Fig. 1: run 1, cells by drive strength
The bar under the picture is 20 um long.
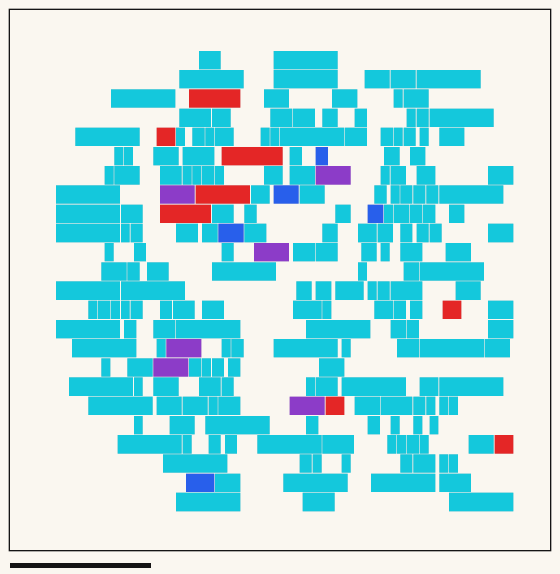
Fig. 2: run 1, clock wires, drivers and flops
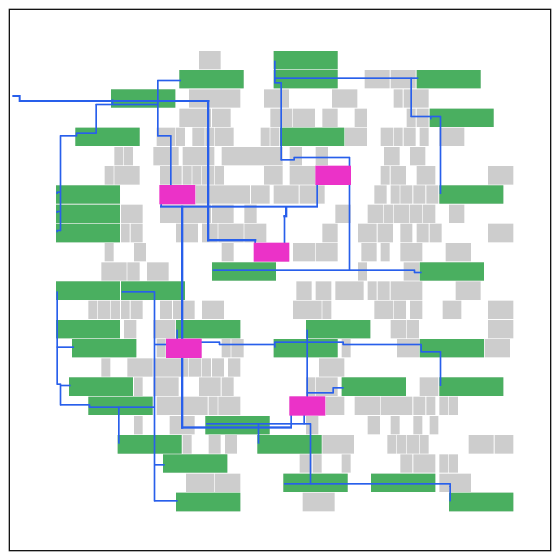
Fig. 3: run 1, wire density map
The bar under the picture is 20 um long. The die is cut into 15 by 15 equal tiles; dark purple is low, yellow is high, scaled to the fullest tile. Values are wire area over tile area, all layers added.
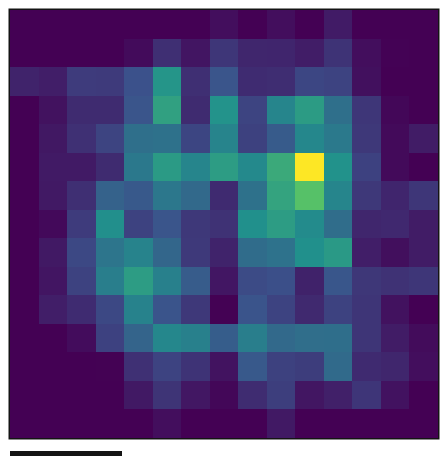
<file path="config.mk">
export PLATFORM = sky130hd
export DESIGN_NAME = seq_detect_prog
export DESIGN_NICKNAME = d
export VERILOG_FILES = /design/src/rtl/seq_detect_prog.sv
export SDC_FILE = /design/constraint.sdc
export NUM_CORES = 1
export LEC_CHECK = 0
export CORE_MARGIN = 5
export CORE_UTILIZATION = 45
export CTS_CLUSTER_DIAMETER = 50
export DETAILED_ROUTE_END_ITERATION = 10
export HOLD_SLACK_MARGIN = 0.08
export SLEW_MARGIN = 5
export SYNTH_ARGS = -nofsm -noshare
export SYNTH_HDL_FRONTEND = slang
export SYNTH_SLANG_ARGS = --single-unit
</file>
<file path="constraint.sdc">
create_clock -name clk -period 3.55 [get_ports clk]
set_input_delay 0.71 -clock clk [delete_from_list [all_inputs] [get_ports clk]]
set_output_delay 0.71 -clock clk [all_outputs]
set_load 0.03 [all_outputs]
</file>
<file path="src/rtl/seq_detect_prog.sv">
`default_nettype none
// ============================================================================
// Module   : seq_detect_prog
// Purpose  : Programmable serial pattern detector. A PAT_W-bit pattern is
//            shifted in serially while load=1; once a full pattern is held,
//            the incoming stream is compared bit by bit and each complete
//            match produces a one-cycle registered pulse and bumps a
//            saturating match counter. Overlapping or non-overlapping
//            matching is selected per cycle by the overlap input.
// Ports    : clk       - clock, rising edge
//            rst_n     - asynchronous active-low reset
//            load      - 1 = shift din into the pattern register
//            din       - serial pattern / stream bit
//            overlap   - 1 = overlapping matches, 0 = non-overlapping
//            dout      - one-cycle match pulse (registered)
//            armed     - full pattern loaded and detection active
//            match_cnt - saturating count of matches since last load start
// Revision : 1.0 - initial release
// ============================================================================
module seq_detect_prog #(
  parameter int PAT_W = 8,
  parameter int CNT_W = 8
) (
  input  logic             clk,
  input  logic             rst_n,
  input  logic             load,
  input  logic             din,
  input  logic             overlap,
  output logic             dout,
  output logic             armed,
  output logic [CNT_W-1:0] match_cnt
);

  localparam int LCW = $clog2(PAT_W + 1);

  localparam logic [1:0] ST_IDLE   = 2'd0;
  localparam logic [1:0] ST_LOAD   = 2'd1;
  localparam logic [1:0] ST_DETECT = 2'd2;

  localparam logic [LCW-1:0]   C_FULL    = LCW'(PAT_W);
  localparam logic [CNT_W-1:0] C_CNT_MAX = '1;

  logic [1:0]       state_q, state_d;
  logic [PAT_W-1:0] pat_q, pat_d;
  logic [PAT_W-1:0] hist_q, hist_d;
  logic [LCW-1:0]   ld_cnt_q, ld_cnt_d;
  logic [LCW-1:0]   hist_cnt_q, hist_cnt_d;
  logic             dout_q, dout_d;
  logic             armed_q, armed_d;
  logic [CNT_W-1:0] match_cnt_q, match_cnt_d;

  logic [PAT_W-1:0] w_hist_shift;
  logic [LCW-1:0]   w_hist_cnt_inc;
  logic             w_match;

  // --------------------------------------------------------------------------
  // State and datapath registers
  // --------------------------------------------------------------------------
  always_ff @(posedge clk or negedge rst_n) begin
    if (!rst_n) begin
      state_q     <= ST_IDLE;
      pat_q       <= '0;
      hist_q      <= '0;
      ld_cnt_q    <= '0;
      hist_cnt_q  <= '0;
      dout_q      <= 1'b0;
      armed_q     <= 1'b0;
      match_cnt_q <= '0;
    end else begin
      state_q     <= state_d;
      pat_q       <= pat_d;
      hist_q      <= hist_d;
      ld_cnt_q    <= ld_cnt_d;
      hist_cnt_q  <= hist_cnt_d;
      dout_q      <= dout_d;
      armed_q     <= armed_d;
      match_cnt_q <= match_cnt_d;
    end
  end

  // --------------------------------------------------------------------------
  // Next-state logic
  // --------------------------------------------------------------------------
  always_comb begin
    state_d = state_q;
    if (load) begin
      state_d = ST_LOAD;
    end else begin
      case (state_q)
        ST_LOAD:   state_d = (ld_cnt_q == C_FULL) ? ST_DETECT : ST_IDLE;
        ST_IDLE:   state_d = ST_IDLE;
        ST_DETECT: state_d = ST_DETECT;
        default:   state_d = ST_IDLE;
      endcase
    end
  end

  // Match is judged on the history as it will look after this edge, so the
  // pulse lands on the same edge that samples the final matching bit.
  assign w_hist_shift   = {hist_q[PAT_W-2:0], din};
  assign w_hist_cnt_inc = (hist_cnt_q == C_FULL) ? hist_cnt_q : hist_cnt_q + LCW'(1);
  assign w_match        = (state_q == ST_DETECT) && !load &&
                          (w_hist_shift == pat_q) && (w_hist_cnt_inc == C_FULL);

  // --------------------------------------------------------------------------
  // Output and datapath next values
  // --------------------------------------------------------------------------
  always_comb begin
    pat_d       = pat_q;
    hist_d      = hist_q;
    ld_cnt_d    = ld_cnt_q;
    hist_cnt_d  = hist_cnt_q;
    match_cnt_d = match_cnt_q;
    dout_d      = 1'b0;
    armed_d     = (state_d == ST_DETECT);

    if (load) begin
      // Loading always abandons any partial stream history.
      hist_d     = '0;
      hist_cnt_d = '0;
      if (state_q != ST_LOAD) begin
        pat_d       = {{(PAT_W-1){1'b0}}, din};
        ld_cnt_d    = LCW'(1);
        match_cnt_d = '0;
      end else begin
        pat_d = {pat_q[PAT_W-2:0], din};
        if (ld_cnt_q != C_FULL) begin
          ld_cnt_d = ld_cnt_q + LCW'(1);
        end
      end
    end else if (state_q == ST_DETECT) begin
      hist_d     = w_hist_shift;
      hist_cnt_d = w_hist_cnt_inc;
      if (w_match) begin
        dout_d = 1'b1;
        if (match_cnt_q != C_CNT_MAX) begin
          match_cnt_d = match_cnt_q + CNT_W'(1);
        end
        // Non-overlapping: demand PAT_W fresh bits before the next match.
        if (!overlap) begin
          hist_cnt_d = '0;
        end
      end
    end
  end

  assign dout      = dout_q;
  assign armed     = armed_q;
  assign match_cnt = match_cnt_q;

endmodule
`default_nettype wire
</file>
==> reports/results.env, run 1 <==
SYNTH.LIB_CELLS_USED.DISTINCT=47
CLOCK_PIN_SLEW_ON_THE_WORST_SETUP_AND_HOLD_PATHS_PS=80
HOLD_BUFS_AT_CTS=0
RUN_STATUS='finished clean'
CLOCK-SKEW-FINAL_PS=12.5
MAXCAPVIOLCOUNT=0
MAX_CLOCK_FREQ_MHz=363
FIRST_GLOBAL_VIAS=1611
PLACEMENTROWS=24
CTS_BUFFERS=5
FINAL_ANTENNA_VIOLATING_NET_COUNT=0
VIASPERCELL=5.74
NETLIST_TOP_CELLS_AREA='sky130_fd_sc_hd__dfrtp_1 43%, sky130_fd_sc_hd__mux2i_1 6.0%, sky130_fd_sc_hd__nand3_1 5.0%'
GRTUSAGETOTAL_PCT=15.5
CLOCK_SINKS=34
FLOORPLAN.CORE_UTIL_PCT=45.9
FLOORPLAN.DIE.WIDTH_UM=76.5
DESIGN_AREA_UM2=2270
WORST_EP_REQUIRED_TIME_PS=3770
TIMING.SLEW.HEADROOM_PCT=39.3
STARTPOINT_TYPE='primary input'
BASIC_GATES_BY_AREA_PCT=22.9
SYNTH.AREA.MUX_SHARE_PCT=6.61
P_TOTAL_uW=838
EDF_COUNT=0
LOG.WARNING_COUNT=29
CRIT_ARRIVAL_PS=2980
DPL-INSTANCE-AREA_UM2=2170
CLOCKBUFFERDEPTH=2
MIN_PERIOD_OVER_PERIOD_PCT=77.6
CLOCKROOTBUFFER='sky130_fd_sc_hd__clkbuf_8'
CRITICAL_PATH_PEAK_FANOUT=13
CTSRESIZECOUNT=0
TIMING.CRITICAL_PATH.TO_TYPE='flip-flop'
GLOBALROUTEOVERFLOWTOTAL=0
POST_SYNTH_XOR_AREA_FRACTION_PCT=3.97
POST_SYNTHESIS_COMPOUND_GATE_AREA_FRACTION_PCT=14.0
NETLIST_INSTANCES=206
TRITONCTS='yes'
DETAIL_ROUTE.FIRST_PASS.ITERATIONS=4
BUFFER_PORTS.INSERTED=14
FLOORPLAN.CORE_AREA_UM2=4320
SYNTH_TOP_AREA_SHARE_PCT=42.8
CRIT_TYPE='primary input to flip-flop'
IOPINCOUNT=15
SYNTH_SEQ_SHARE_PCT=42.8
FIRST_ITER_VIOLATIONS=86
WORSTSKEWPAIRLATENCY_PS=290
P_PER_AREA_nW_PER_UM2=369
LARGEST_AREA_CELL='sky130_fd_sc_hd__dfrtp_1'
FILLCELLCOUNT=409
WORSTMARGINPINSLEW_PS=886
HOLD_VIOL_FINAL=0
YOSYS_MOST_USED_DFF='sky130_fd_sc_hd__dfrtp_1'
POSTCTSSETUPBUFFERS=0
SYNTH.CELLS.MOST_FREQUENT='34 x sky130_fd_sc_hd__dfrtp_1, 20 x sky130_fd_sc_hd__nand3_1, 17 x sky130_fd_sc_hd__inv_1, 16 x sky130_fd_sc_hd__nand2_1, 16 x sky130_fd_sc_hd__nor2_1'
AREA_GROWTH_SYN_TO_LAYOUT_PCT=14.2
DRC_ERRORS=0
YS_CELLS=206
SYNTH-ASYNC-RESET-RATIO_PCT=100
ADDER_SHARE_PCT=4.41
POWER.LEAKAGE_uW=0.000973
GP_ROUTABILITY_CONGESTION=0.797
REPORT.FINAL.SETUP_VIOL=0
ROUTED_WL_MM=4.29
SYNTH.MOST_COMMON_CELL='sky130_fd_sc_hd__dfrtp_1'
SYN_NETS=218
MAX-VDD-IR-DROP_V=0.000211
FLOORPLAN.DIE.HEIGHT_UM=76.5
DRV_SLEW=0
DIODES=0
## Picture notes: Fig. 1
drive 1 or less: marked cyan, cells 205. drive 3 to 4: marked red, cells 8. drive 2: marked blue, cells 5. drive 6 and up: marked purple, cells 6.

## Picture notes: Fig. 2
cells driving clock nets: marked magenta, count 5. flip-flops: marked green, count 34. clock wires: marked blue, length 514 um.
There are 6 routed clock nets. Position of the flops: widely spread.

## Picture notes: Fig. 3
6.2% of the tiles are over half the peak. The mean over all tiles is 0.12. The emptiest ninth of the die: lower left.
average wire length per cell after detail routing: 15.5 um
number of vias after detailed routing: 1584

==> run 1: flip-flops by register name, summed over array words and instances (netlist names) <==
signal,count
armed,1
dout,1
hist_cnt_q,4
hist_q,7
ld_cnt_q,4
match_cnt,8
pat_q,8
state_q,1
==> run 1: worst paths after layout <==
check | start | end | slack [ps] | cells after the start
max in group asynchronous | rst_n | hist_q[5] | 2400 | 2
hold / removal | ld_cnt_q[3] | ld_cnt_q[3] | 500 | 1
min in group asynchronous | rst_n | ld_cnt_q[1] | 820 | 2
setup / recovery | load | match_cnt[4] | 800 | 6
hold reg to reg | ld_cnt_q[3] | ld_cnt_q[3] | 500 | 1
setup reg to reg | armed | match_cnt[4] | 1190 | 7
==> run 1: critical path, stage by stage <==
cell and delay [ps]:
sky130_fd_sc_hd__clkdlybuf4s50_1 770, sky130_fd_sc_hd__and3b_2 260, sky130_fd_sc_hd__mux2i_1 700, sky130_fd_sc_hd__nor2_1 190, sky130_fd_sc_hd__nand3_1 170, sky130_fd_sc_hd__mux2i_1 180
==> run 1: final cells by class <==
class	instances	area (um^2)	area share, %
Timing Repair Buffer	17	163	7.17
Sequential cell	34	851	37.5
Clock buffer	6	82.6	3.64
Multi-Input combinational cell	148	1030	45.4
Inverter	17	63.8	2.81
Clock inverter	2	12.5	0.552
Tap cell	52	65.1	2.87
==> run 1: power breakdown <==
| part | internal, uW | switching, uW | leakage (uW) |
|---|---|---|---|
| clock network | 156 | 150 | 0.0000472 |
| registers | 407 | 22.8 | 0.000464 |
| logic | 43.4 | 58.7 | 0.000462 |
| total | 606 | 232 | 0.000973 |
==> run 1: metal layers <==
layer  up-vias  wire length [um]  GRT usage, %
li1        767                 -             -
met1       779              1950          19.0
met2        29              2080          25.0
met3         9               180          4.73
met4         0                80          6.47
met5         -                 0             0
==> run 1: stage by stage <==
| step | util, % | hold slack, ps | cells | setup slack (ps) |
|---|---|---|---|---|
| CTS | 52.5 | 497 | 276 | 854 |
| global route | 52.5 | 536 | 276 | 610 |
| detailed placement | 50.3 | 484 | 268 | 542 |
| floorplan | - | 414 | 206 | 1510 |
| finish | 52.5 | 498 | 276 | 795 |
| global placement | 50.3 | 475 | 268 | 590 |
==> run 1: cell usage in the layout, fill, tap and decap left out, types with 4 or more instances in the layout <==
cell	Yosys	layout
sky130_fd_sc_hd__dfrtp_1	34	34
sky130_fd_sc_hd__nand3_1	20	20
sky130_fd_sc_hd__inv_1	17	17
sky130_fd_sc_hd__nand2_1	16	16
sky130_fd_sc_hd__nor2_1	16	16
sky130_fd_sc_hd__clkdlybuf4s50_1	0	14
sky130_fd_sc_hd__o21ai_0	13	13
sky130_fd_sc_hd__mux2i_1	12	12
sky130_fd_sc_hd__xor2_1	8	8
sky130_fd_sc_hd__ha_1	7	7
sky130_fd_sc_hd__clkbuf_8	0	6
sky130_fd_sc_hd__nor3_1	5	5
sky130_fd_sc_hd__a21oi_1	4	4
sky130_fd_sc_hd__nor4_1	4	4
sky130_fd_sc_hd__a211o_1	4	4
==> run 1: kinds of logic (layout without fill, tap and decap cells) <==
kind of cell	Yosys count	after routing
fa+ha+maj	7	7
simple gates	81	81
mux	13	13
xor+xnor	9	9
flops	34	34
compound gates	38	38
buf+inv	24	42
--- run 2 (diff from run 1) ---
- clock period: 3.55 -> 2.7 ns (I/O delays scaled with it)
Fig. 4: run 2, where the registers sit
Other sequential cells in the stronger gray, the rest of the logic in the fainter gray.
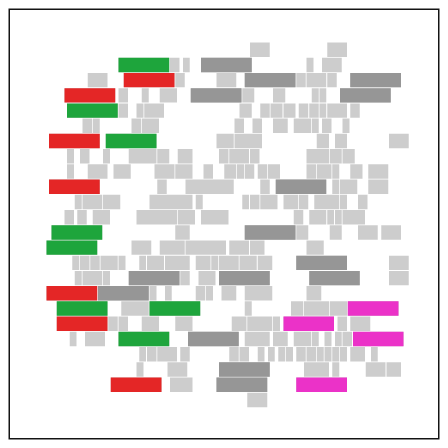
pat_q: marked green, placed flops 8. hist_q: marked red, placed flops 7. ld_cnt_q: marked magenta, placed flops 4, where lower right.
Another 15 sequential cells are not colored.

Fig. 5: run 2, cell outlines without signal wires
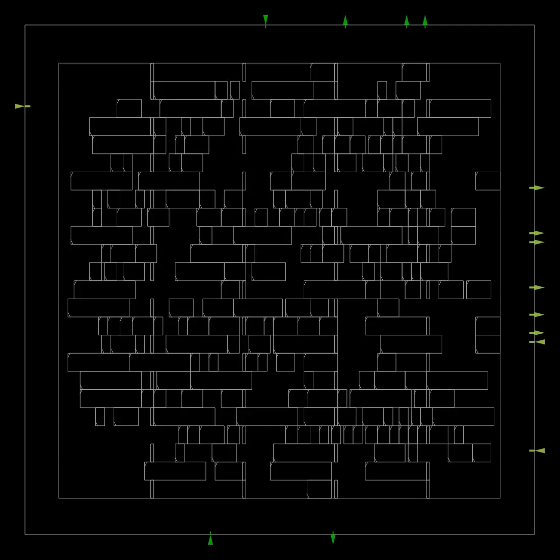
fillcell total: 420
final std cells w/o fill: 278
sequential cell area share: 37.4%
std cell rows: 24

==> run 2 against run 1 <==
Compared with the run above: total power grew 25%; routed wire length shrank 5.2%; clock power grew 13%; largest cell class unchanged; via count grew 1.8%; synthesized cell count is the same; utilization grew 0.14 points; global-route usage shrank 0.95 points; area after synthesis is the same; hold slack lost 15 ps; critical path depth grew 1; sequential cell count is the same.
==> reports/results.env, run 2 <==
REGTOREGSETUPSLACK_PS=470  # -720 ps
DP_SLACK_PS=316  # -226 ps
DRC_ERRORS=0  # unchanged
GP_ROUTABILITY_CONGESTION=0.807  # +1.3%
DESIGN_AREA_UM2=2270  # +0.28%
SYN_AREA_PER_CELL_UM2=9.65
HPWL_DETAILED_MM=3.00
SYNTH_WARNINGS=0
NETLIST_INSTANCES=206  # unchanged
LOG.WARNING_COUNT=29  # unchanged
STARTPOINT_TYPE='flip-flop'
IOPINCOUNT=15  # unchanged
TIMING.FINAL.WS_SETUP_PS=474  # -322 ps
SYNTH_CHIP_AREA_UM2=1990
ROUTED_WL_MM=4.07  # -5.2%
RUN_STATUS='finished clean'
WORSTSKEWPAIRLATENCY_PS=280  # about the same
HOLD_BUFS_AT_CTS=0  # unchanged
BUFFER_PORTS.INSERTED=14  # unchanged
MAXCAPVIOLCOUNT=0  # unchanged
HOLD_PATH_DEPTH=1  # unchanged
FIRST_ITER_VIOLATIONS=95  # +10%
SYNTH-ASYNC-RESET-RATIO_PCT=100  # unchanged
POSTCTSSETUPBUFFERS=0  # unchanged
NETLIST_TOP_CELLS_AREA='sky130_fd_sc_hd__dfrtp_1 43%, sky130_fd_sc_hd__mux2i_1 6.0%, sky130_fd_sc_hd__nand3_1 5.0%'
P_PER_AREA_nW_PER_UM2=460  # +24%
MET3_LENGTH_UM=183  # +1.7%
WORST-R2R-CELL-COUNT=7  # unchanged
TRITONCTS='yes'
GRT_PASS1_WL_MM=6.99
POWER.LEAKAGE_uW=0.000983  # +1.1%
ANTENNA_FOUND_INITIAL=0
TIMING.CRITICAL_PATH.TO_TYPE='flip-flop'
SYNTH.LIB_CELLS_USED.DISTINCT=47  # unchanged
LARGEST_AREA_CELL='sky130_fd_sc_hd__dfrtp_1'
LAYOUT_TOP_CELLS='34 x sky130_fd_sc_hd__dfrtp_1, 20 x sky130_fd_sc_hd__nand3_1, 17 x sky130_fd_sc_hd__inv_1, 16 x sky130_fd_sc_hd__nand2_1, 16 x sky130_fd_sc_hd__nor2_1'
DRIVE_GT1_SHARE_PCT=9.29
HOLD_VIOL_FINAL=0  # unchanged
CLOCKBUFFERDEPTH=2  # unchanged
TIMING.SLEW.HEADROOM_PCT=65.3  # +26 points
DPL-INSTANCE-AREA_UM2=2200  # +1.0%
P_TOTAL_uW=1050  # +25%
SYNTH_TOP_AREA_SHARE_PCT=42.8  # unchanged
DETAIL_ROUTE.WIRELENGTH.MET1_MM=1.86  # -4.6%
CTS_BUFFERS=5  # unchanged
ROUTE.TOP_LAYER_USED='met4'
SYN_NETS=218  # unchanged
WORST_EP_REQUIRED_TIME_PS=2870  # -900 ps
DETAILROUTE.WIRELENGTH.MET2_MM=1.95  # -6.3%
CLOCKROOTBUFFER='sky130_fd_sc_hd__clkbuf_8'
REPORT.FINAL.SETUP_VIOL=0  # unchanged
CLOCK-SKEW-FINAL_PS=6.18  # -6.30 ps
FINAL_COMMON_CELL='sky130_fd_sc_hd__dfrtp_1'
GRTUSAGETOTAL_PCT=14.5  # -0.95 points
CLOCK_PIN_SLEW_ON_THE_WORST_SETUP_AND_HOLD_PATHS_PS=70  # about the same
GRT_SETUP_UNREPAIRED='false'
FIRST_GLOBAL_VIAS=1469  # -8.8%
FLOORPLAN.DIE.WIDTH_UM=76.5  # unchanged
POST_SYNTH_INSTANCE_AREA_UM2=1990
GRT_START_MAX_NET_PINS=35
VIASPERCELL=5.80  # +1.1%
SYNTH.CELLS.MOST_FREQUENT='34 x sky130_fd_sc_hd__dfrtp_1, 20 x sky130_fd_sc_hd__nand3_1, 17 x sky130_fd_sc_hd__inv_1, 16 x sky130_fd_sc_hd__nand2_1, 16 x sky130_fd_sc_hd__nor2_1'
TIMING.FINAL.CRIT_PERIOD_PS=2230
HOLDCRITPATHCLASS='flip-flop to flip-flop'
DRV_SLEW=0  # unchanged
CRIT_TYPE='flip-flop to flip-flop'
FLOORPLAN.CORE_AREA_UM2=4320  # unchanged
MIN_PERIOD_OVER_PERIOD_PCT=82.5
MAX-VDD-IR-DROP_V=0.000406  # +92%
DIE_AREA_UM2=5840
AREA_GROWTH_SYN_TO_LAYOUT_PCT=14.5
EDF_COUNT=0  # unchanged
PLACED_CELLS=271  # +1.1%
FLOORPLAN.DIE.HEIGHT_UM=76.5  # unchanged
CTS-HTREE-LEVELS=2
YS_CELLS=206  # unchanged
MAX_CLOCK_FREQ_MHz=449
SYNTH_SEQ_SHARE_PCT=42.8  # unchanged
WORSTMARGINPINSLEW_PS=517  # -369 ps
CLOCK_SINKS=34  # unchanged
DIODES=0  # unchanged
CTSRESIZECOUNT=0  # unchanged
FLOORPLAN.CORE_UTIL_PCT=45.9  # unchanged
CRIT_ARRIVAL_PS=2400  # -580 ps
FIN_NETS=238
YOSYS_MOST_USED_DFF='sky130_fd_sc_hd__dfrtp_1'
FINAL_ANTENNA_VIOLATING_NET_COUNT=0  # unchanged
TIMING.SETUP.TNS_PS=0
GLOBALROUTEOVERFLOWTOTAL=0  # unchanged
NUMBER_OF_VIAS_AFTER_DETAILED_ROUTING=1613  # +1.8%
DETAIL_ROUTE.FIRST_PASS.ITERATIONS=4  # unchanged
NUMSYNTHFLOPS=34
SYNTH.MOST_COMMON_CELL='sky130_fd_sc_hd__dfrtp_1'
ROUTED_WIRE_LENGTH_PER_INSTANCE_UM=14.6  # -5.8%
CRITICAL_PATH_PEAK_FANOUT=8  # -5
-- run 2: logic make-up (layout without fill, tap and decap cells) --
kind of cell	count (synthesis)	after routing	share of synthesized area (%)
flops	34	34	42.8
mux	13	13	6.61
simple gates	81	81	22.9
fa+ha+maj	7	7	4.41
xor+xnor	9	9	3.97
buf+inv	24	44	5.29
compound gates	38	38	14.0
-- run 2: critical path, cell delays in order, from the launching register on --
cell and delay (ps):
sky130_fd_sc_hd__dfrtp_1 400, sky130_fd_sc_hd__inv_1 190, sky130_fd_sc_hd__ha_1 270, sky130_fd_sc_hd__nand3b_4 120, sky130_fd_sc_hd__a211oi_4 310, sky130_fd_sc_hd__nand4b_4 190
sky130_fd_sc_hd__o41a_1 450, sky130_fd_sc_hd__o22a_1 180
-- run 2: final timing paths --
kind	startpoint	to
max	hist_cnt_q[0]	match_cnt[3]
min	ld_cnt_q[3]	ld_cnt_q[3]
max reg2reg	hist_cnt_q[0]	match_cnt[3]
min reg2reg	ld_cnt_q[3]	ld_cnt_q[3]
max in group asynchronous	rst_n	hist_q[6]
min in group asynchronous	rst_n	ld_cnt_q[3]
-- run 2: final cells by class --
class,instances,area (um^2)
Clock inverter,2,10.0
Inverter,17,63.8
Multi-Input combinational cell,148,1030
Clock buffer,5,68.8
Tap cell,52,65.1
Sequential cell,34,851
Timing Repair Buffer,20,185
Fill cell,420,2050
-- run 2: metrics by stage --
step	hold WS (ps)	util, %
CTS	489	52.6
detailed placement	478	50.8
global placement	472	50.8
finish	483	52.6
floorplan	244	-
global route	518	52.6
-- run 2: report_power, final --
| group | internal (uW) | switching, uW | leakage, uW |
|---|---|---|---|
| sequential | 536 | 29.6 | 0.000464 |
| combinational | 58.8 | 76.1 | 0.000476 |
| clock | 173 | 173 | 0.0000438 |
| total | 767 | 279 | 0.000983 |
-- run 2: metal layers --
layer  up-vias  track usage (%)
li1        778                -
met1       791             18.3
met2        34             23.1
met3        10             4.14
met4         0             6.12
met5         -                0
Power and IR drop assume default switching activity.
